--- config.mk ---
export PLATFORM = sky130hd
export DESIGN_NAME = m_addr_decoder_wp_flat
export DESIGN_NICKNAME = d
export VERILOG_FILES = /design/src/rtl/m_addr_decoder_wp_if.sv /design/src/rtl/m_addr_decoder_wp.sv /design/src/flat_wrapper.sv
export SDC_FILE = /design/constraint.sdc
export NUM_CORES = 1
export LEC_CHECK = 0
export ABC_AREA = 1
export CAP_MARGIN = 15
export CORE_MARGIN = 2
export CORE_UTILIZATION = 45
export DETAILED_ROUTE_END_ITERATION = 8
export GPL_ROUTABILITY_DRIVEN = 0
export PLACE_DENSITY = 0.78
export SETUP_SLACK_MARGIN = 0.5
export SYNTH_ARGS = -nofsm -noshare
export SYNTH_HDL_FRONTEND = slang
export SYNTH_SLANG_ARGS = --single-unit
--- constraint.sdc ---
create_clock -name clk -period 3.2 [get_ports clk]
set_clock_uncertainty 0.15 [all_clocks]
set_input_delay 0.32 -clock clk [delete_from_list [all_inputs] [get_ports clk]]
set_output_delay 0.32 -clock clk [all_outputs]
set_load 0.005 [all_outputs]
--- src/rtl/m_addr_decoder_wp_if.sv ---
// Bus interface for m_addr_decoder_wp.
//  master : CPU side, drives addr/MEMLOAD/boot_done/fault_clr, observes the decode results
//  slave  : decoder side, drives sel, load_*, mmr_offset, locked, fault, fault_addr
//           (+ fault_cnt when M_ADDR_FAULT_CNT_EN is defined)
interface m_addr_decoder_wp_if #(
   parameter int unsigned ADDR_W = 12
);
   localparam int unsigned CNT_W = 8;

   logic [ADDR_W-1:0] addr;
   logic              MEMLOAD;
   logic              boot_done;
   logic              fault_clr;
   logic [1:0]        sel;
   logic              load_instr;
   logic              load_mmr;
   logic              load_stack;
   logic [ADDR_W-1:0] mmr_offset;
   logic              locked;
   logic              fault;
   logic [ADDR_W-1:0] fault_addr;
`ifdef M_ADDR_FAULT_CNT_EN
   logic [CNT_W-1:0]  fault_cnt;
`endif

   modport master (
      output addr, MEMLOAD, boot_done, fault_clr,
      input  sel, load_instr, load_mmr, load_stack, mmr_offset, locked, fault, fault_addr
`ifdef M_ADDR_FAULT_CNT_EN
      , input fault_cnt
`endif
   );

   modport slave (
      input  addr, MEMLOAD, boot_done, fault_clr,
      output sel, load_instr, load_mmr, load_stack, mmr_offset, locked, fault, fault_addr
`ifdef M_ADDR_FAULT_CNT_EN
      , output fault_cnt
`endif
   );
endinterface

--- src/rtl/m_addr_decoder_wp.sv ---
// m_addr_decoder_wp: registered 3-region address decoder (instr / MMR / stack) with an
// instruction-region write-protect FSM (BOOT -> RUN on boot_done; RUN <-> FAULT).
// Ports:
//  clk        system clock, rising edge
//  rst        synchronous active-high reset
//  bus        m_addr_decoder_wp_if.slave: addr, MEMLOAD, boot_done, fault_clr in;
//             sel, load_instr, load_mmr, load_stack, mmr_offset, locked, fault, fault_addr out
// Optional: define M_ADDR_FAULT_CNT_EN to add bus.fault_cnt, a saturating 8-bit count of
// blocked writes that clears on rst only.
module m_addr_decoder_wp #(
   parameter int unsigned       ADDR_W    = 12,
   parameter logic [ADDR_W-1:0] INSTR_TOP = ADDR_W'('h400),
   parameter logic [ADDR_W-1:0] MMR_TOP   = ADDR_W'('h44B)
) (
   input logic              clk,
   input logic              rst,
   m_addr_decoder_wp_if.slave bus
);
   localparam longint unsigned ADDR_MAX = (64'd1 << ADDR_W) - 64'd1;
   localparam logic [ADDR_W-1:0] MMR_BASE = INSTR_TOP + ADDR_W'(1);
   localparam logic [1:0] SEL_INSTR = 2'd0;
   localparam logic [1:0] SEL_MMR   = 2'd1;
   localparam logic [1:0] SEL_STACK = 2'd2;
   localparam int unsigned CNT_W    = 8;

   // Region map must be strictly ordered with a non-empty stack region
   if (!((64'(INSTR_TOP) < 64'(MMR_TOP)) && (64'(MMR_TOP) < ADDR_MAX))) begin : g_bad_params
      $fatal(1, "m_addr_decoder_wp: require INSTR_TOP < MMR_TOP < 2**ADDR_W-1");
   end

   typedef enum logic [1:0] {BOOT = 2'd0, RUN = 2'd1, FAULT = 2'd2} state_t;

   state_t            state;
   state_t            state_nxt;
   logic [1:0]        region_c;
   logic              illegal_c;
   logic [ADDR_W-1:0] offset_c;

   // State register
   always_ff @(posedge clk) begin
      if (rst) state <= BOOT;
      else     state <= state_nxt;
   end

   // Region decode, write-permission check and next state
   always_comb begin
      state_nxt = state;
      region_c  = SEL_STACK;
      offset_c  = '0;
      if (bus.addr <= INSTR_TOP) begin
         region_c = SEL_INSTR;
      end else if (bus.addr <= MMR_TOP) begin
         region_c = SEL_MMR;
         offset_c = bus.addr - MMR_BASE;
      end
      // Instruction writes are only legal before boot completes
      illegal_c = bus.MEMLOAD && (region_c == SEL_INSTR) && (state != BOOT);
      case (state)
         BOOT:    if (bus.boot_done) state_nxt = RUN;
         RUN:     if (illegal_c) state_nxt = FAULT;
         FAULT:   if (!illegal_c && bus.fault_clr) state_nxt = RUN;
         default: state_nxt = BOOT;
      endcase
   end

   // Registered outputs
   always_ff @(posedge clk) begin
      if (rst) begin
         bus.sel        <= SEL_INSTR;
         bus.load_instr <= 1'b0;
         bus.load_mmr   <= 1'b0;
         bus.load_stack <= 1'b0;
         bus.mmr_offset <= '0;
         bus.locked     <= 1'b0;
         bus.fault      <= 1'b0;
         bus.fault_addr <= '0;
      end else begin
         bus.sel        <= region_c;
         bus.load_instr <= bus.MEMLOAD && (region_c == SEL_INSTR) && (state == BOOT);
         bus.load_mmr   <= bus.MEMLOAD && (region_c == SEL_MMR);
         bus.load_stack <= bus.MEMLOAD && (region_c == SEL_STACK);
         bus.mmr_offset <= offset_c;
         bus.locked     <= (state_nxt != BOOT);
         bus.fault      <= (state_nxt == FAULT);
         if (illegal_c) bus.fault_addr <= bus.addr;
      end
   end

`ifdef M_ADDR_FAULT_CNT_EN
   // Saturating blocked-write counter; survives fault_clr
   always_ff @(posedge clk) begin
      if (rst) begin
         bus.fault_cnt <= '0;
      end else if (illegal_c && (bus.fault_cnt != {CNT_W{1'b1}})) begin
         bus.fault_cnt <= bus.fault_cnt + CNT_W'(1);
      end
   end
`endif

endmodule

--- src/flat_wrapper.sv ---
// flat-port wrapper written by rule: the top's interface ports become plain ports
module m_addr_decoder_wp_flat 
#(
   parameter int unsigned       ADDR_W    = 12,
   parameter logic [ADDR_W-1:0] INSTR_TOP = ADDR_W'('h400),
   parameter logic [ADDR_W-1:0] MMR_TOP   = ADDR_W'('h44B)
)
  (clk, rst, bus_addr, bus_MEMLOAD, bus_boot_done, bus_fault_clr, bus_sel, bus_load_instr, bus_load_mmr, bus_load_stack, bus_mmr_offset, bus_locked, bus_fault, bus_fault_addr);
  m_addr_decoder_wp_if #(.ADDR_W(ADDR_W)) bus_i ();
  input logic clk;
  input logic rst;
  input wire logic [$bits(bus_i.addr)-1:0] bus_addr;
  input wire logic [$bits(bus_i.MEMLOAD)-1:0] bus_MEMLOAD;
  input wire logic [$bits(bus_i.boot_done)-1:0] bus_boot_done;
  input wire logic [$bits(bus_i.fault_clr)-1:0] bus_fault_clr;
  output wire logic [$bits(bus_i.sel)-1:0] bus_sel;
  output wire logic [$bits(bus_i.load_instr)-1:0] bus_load_instr;
  output wire logic [$bits(bus_i.load_mmr)-1:0] bus_load_mmr;
  output wire logic [$bits(bus_i.load_stack)-1:0] bus_load_stack;
  output wire logic [$bits(bus_i.mmr_offset)-1:0] bus_mmr_offset;
  output wire logic [$bits(bus_i.locked)-1:0] bus_locked;
  output wire logic [$bits(bus_i.fault)-1:0] bus_fault;
  output wire logic [$bits(bus_i.fault_addr)-1:0] bus_fault_addr;
  assign bus_i.addr = bus_addr;
  assign bus_i.MEMLOAD = bus_MEMLOAD;
  assign bus_i.boot_done = bus_boot_done;
  assign bus_i.fault_clr = bus_fault_clr;
  assign bus_sel = bus_i.sel;
  assign bus_load_instr = bus_i.load_instr;
  assign bus_load_mmr = bus_i.load_mmr;
  assign bus_load_stack = bus_i.load_stack;
  assign bus_mmr_offset = bus_i.mmr_offset;
  assign bus_locked = bus_i.locked;
  assign bus_fault = bus_i.fault;
  assign bus_fault_addr = bus_i.fault_addr;
  m_addr_decoder_wp #(.ADDR_W(ADDR_W), .INSTR_TOP(INSTR_TOP), .MMR_TOP(MMR_TOP)) u_core (.clk(clk), .rst(rst), .bus(bus_i));
endmodule
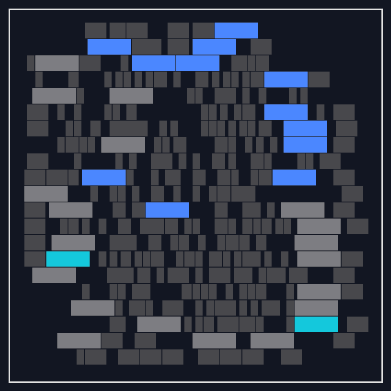
Fig. 1. Register map, names as in the netlist.
(6 px per um) Other sequential cells in the stronger grey, the rest of the logic in the fainter grey.
`u_core.bus.sel`: in cyan, flops 2. `u_core.bus.fault_addr`: in blue, flops 12.

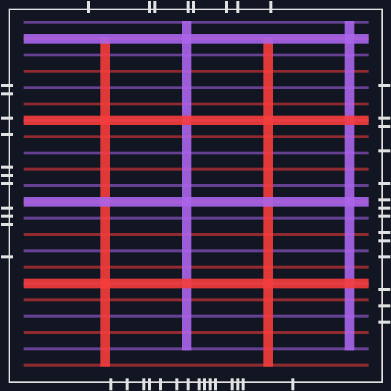
Fig. 2. PDN straps and rails.
(6 px per um) Pins as bars on the die edge.
VSS: in red. VDD: in purple.
22 met1 rails follow the rows. The core has 21 rows. 4 straps on met4. 48 signal pins sit on the boundary. 4 straps on met5.
Die Wd: 61.9 um
Peak VDD IR: 241 uV

==> qor.csv <==
stage,metric,value,unit
outcome,outcome,"complete, no violations",
setup_path,cp.required,3280,ps
pwr,power.density_cell_area,389,nW/um^2
logic_synthesis,synth_warnings,0,
logic_synthesis,largest_area_cell,dfxtp_1,
global_routing,grt_antenna_before_repair,0,
place,hpwl,2.30,mm
detailed_routing,drt-met1-wl,1.42,mm
logic_synthesis,yosysCellCount,210,
clocking,cts_setup_buffers,0,
logic_synthesis,syn_nets,229,
detailed_routing,top_layer,met4,
logic_synthesis,netlist_instances,210,
sta,tightest_slew,531,ps
global_routing,grt_pass1_wl,5.22,mm
sta,worst_slack,1390,ps
global_routing,grt_start_max_net_pins,16,
sta,rsz0062_at_grt,no,
die,coreArea,3280,um^2
global_routing,grt_pass1_vias,1205,
detailed_routing,wl_per_cell,10.1,um
logic_synthesis,post_synth_instance_area,1510,um^2
pwr,leakage,0.000954,uW
place,dpl_worst_slack,1040,ps
clocking,cts_resized,0,
logic_synthesis,top_area_frac,0.438,
layout,nNetsFinal,277,
clocking,clk_pin_slew,90,ps
sta,fin_setup_tns,0,ps
sta,relSlewSlack,0.645,
detailed_routing,finalWirelength,3.08,mm
logic_synthesis,synthTopLogicFamily,simple AND/OR/NAND/NOR gates,
clocking,clockRootBuffer,clkbuf_4,
layout,drive_gt1_frac,0.101,
detailed_routing,drc_errors,0,
clocking,cts_buffer_depth,2,
global_routing,grt-ovfl-total,0,
logic_synthesis,xor_share,0.0406,
die,num_rows,21,
detailed_routing,viasPerCell,4.41,
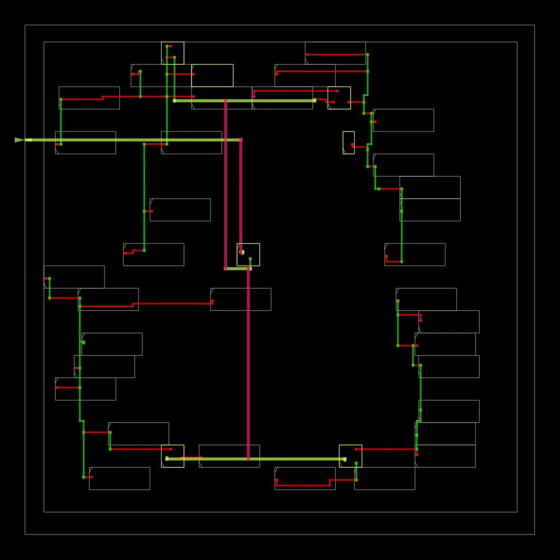
Fig. 3. The clock network.
Seq cells: 33
Clock Latency Late Sink: 320 ps
CTS Buf Count: 5
Clock Buffer Count: 7

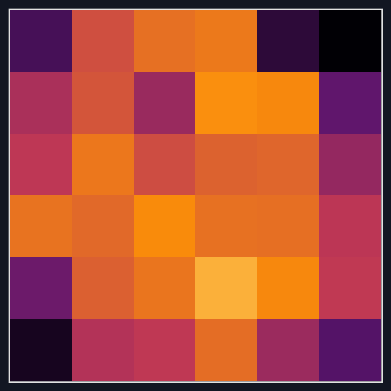
Fig. 4. Cell density map.
(6 px per um) The die is cut into 6 by 6 equal tiles; black is low, pale yellow is high, 0 to 100% covered.
The fullest tile reaches 83%. 5.6% of the tiles are over 75% full. 2.8% of the tiles are nearly empty.
Final Util: 0.626
Initial Util: 0.459

[final timing paths]
| check | slack, ps | endpoint | depth (start not counted) | from |
|---|---|---|---|---|
| setup / recovery | 1390 | u_core.bus.locked$_SDFF_PP0_ | 9 | bus_addr[4] |
| hold / removal | 310 | u_core.bus.fault_addr[11]$_SDFFE_PP0P_ | 2 | u_core.bus.fault_addr[11]$_SDFFE_PP0P_ |
| hold reg to reg | 310 | u_core.bus.fault_addr[11]$_SDFFE_PP0P_ | 2 | u_core.bus.fault_addr[11]$_SDFFE_PP0P_ |
| setup reg to reg | 1700 | u_core.bus.locked$_SDFF_PP0_ | 5 | u_core.state[0]$_SDFF_PP0_ |
[sequential cells by signal, summed over array words and instances, names as in the netlist]
signal,count
u_core.bus.fault_addr,12
u_core.bus.mmr_offset,12
u_core.bus.sel,2
u_core.state,2
u_core.bus.fault,1
u_core.bus.load_instr,1
u_core.bus.load_mmr,1
u_core.bus.load_stack,1
u_core.bus.locked,1
[layout make-up]
class	count	area [um^2]
Inverter	48	180
Timing Repair Buffer	47	470
Sequential cell	33	661
Clock buffer	7	55.1
Fill cell	319	1230
Multi-Input combinational cell	123	633
Tap cell	46	57.6
[through the flow]
step / hold slack [ps] / util / cells / power [uW] / instance area, um^2
global route: 351 / 0.626 / 304 / 848 / 2060
detailed placement: 295 / 0.610 / 297 / 578 / 2000
global placement: 295 / 0.610 / 297 / 576 / 2000
CTS: 312 / 0.626 / 304 / 810 / 2060
floorplan: 242 / - / 210 / 513 / 1510
finish: 308 / 0.626 / 304 / 799 / 2060
[cell usage in the layout, fill, tap and decap left out]
cell type        netlist  layout
nor2_2                 4       4
ha_1                   2       2
nand2_1               30      30
nor2_1                38      38
xor2_1                 6       6
nand2_4                1       1
o21ai_0                4       4
or2_2                  1       1
inv_2                  1       1
nand2_2               11      11
clkbuf_8               0       1
dfxtp_1               33      33
clkbuf_1               2       1
nand3_1                9       9
inv_1                 47      47
nor2_4                 1       1
nor3_1                 2       2
nand4_1               11      11
xnor2_1                1       1
clkdlybuf4s50_1        0      47
clkbuf_4               0       5
o31ai_1                1       1
nand3_4                1       1
[report_power, final]
part	internal, uW	switching, uW	total [uW]
Combinational	65.3	70.1	135
Clock	104	126	230
Sequential	427	6.76	434
[synth_stat cells]
| cell | n |
|---|---|
| inv_1 | 47 |
| nor2_1 | 38 |
| dfxtp_1 | 33 |
| nand2_1 | 30 |
| nand2_2 | 11 |
| nand4_1 | 11 |
| nand3_1 | 9 |
| xor2_1 | 6 |
| nor2_2 | 4 |
| o21ai_0 | 4 |
| clkbuf_1 | 2 |
| ha_1 | 2 |
| nor3_1 | 2 |
| buf_1 | 1 |
| buf_2 | 1 |
| buf_4 | 1 |
| buf_6 | 1 |
| inv_2 | 1 |
| nand2_4 | 1 |
| nand3_4 | 1 |
| nor2_4 | 1 |
| o31ai_1 | 1 |
| or2_2 | 1 |
| xnor2_1 | 1 |
[worst max-delay path, stage by stage]
cell	delay, ps
clkdlybuf4s50_1	530
nor2_4	220
nand2_2	90
nor2_2	90
nand2_2	60
nand2_4	150
nand3_4	200
nand3_1	160
nand2_1	60
No activity file was given, so power comes from the tool's default toggle rates.
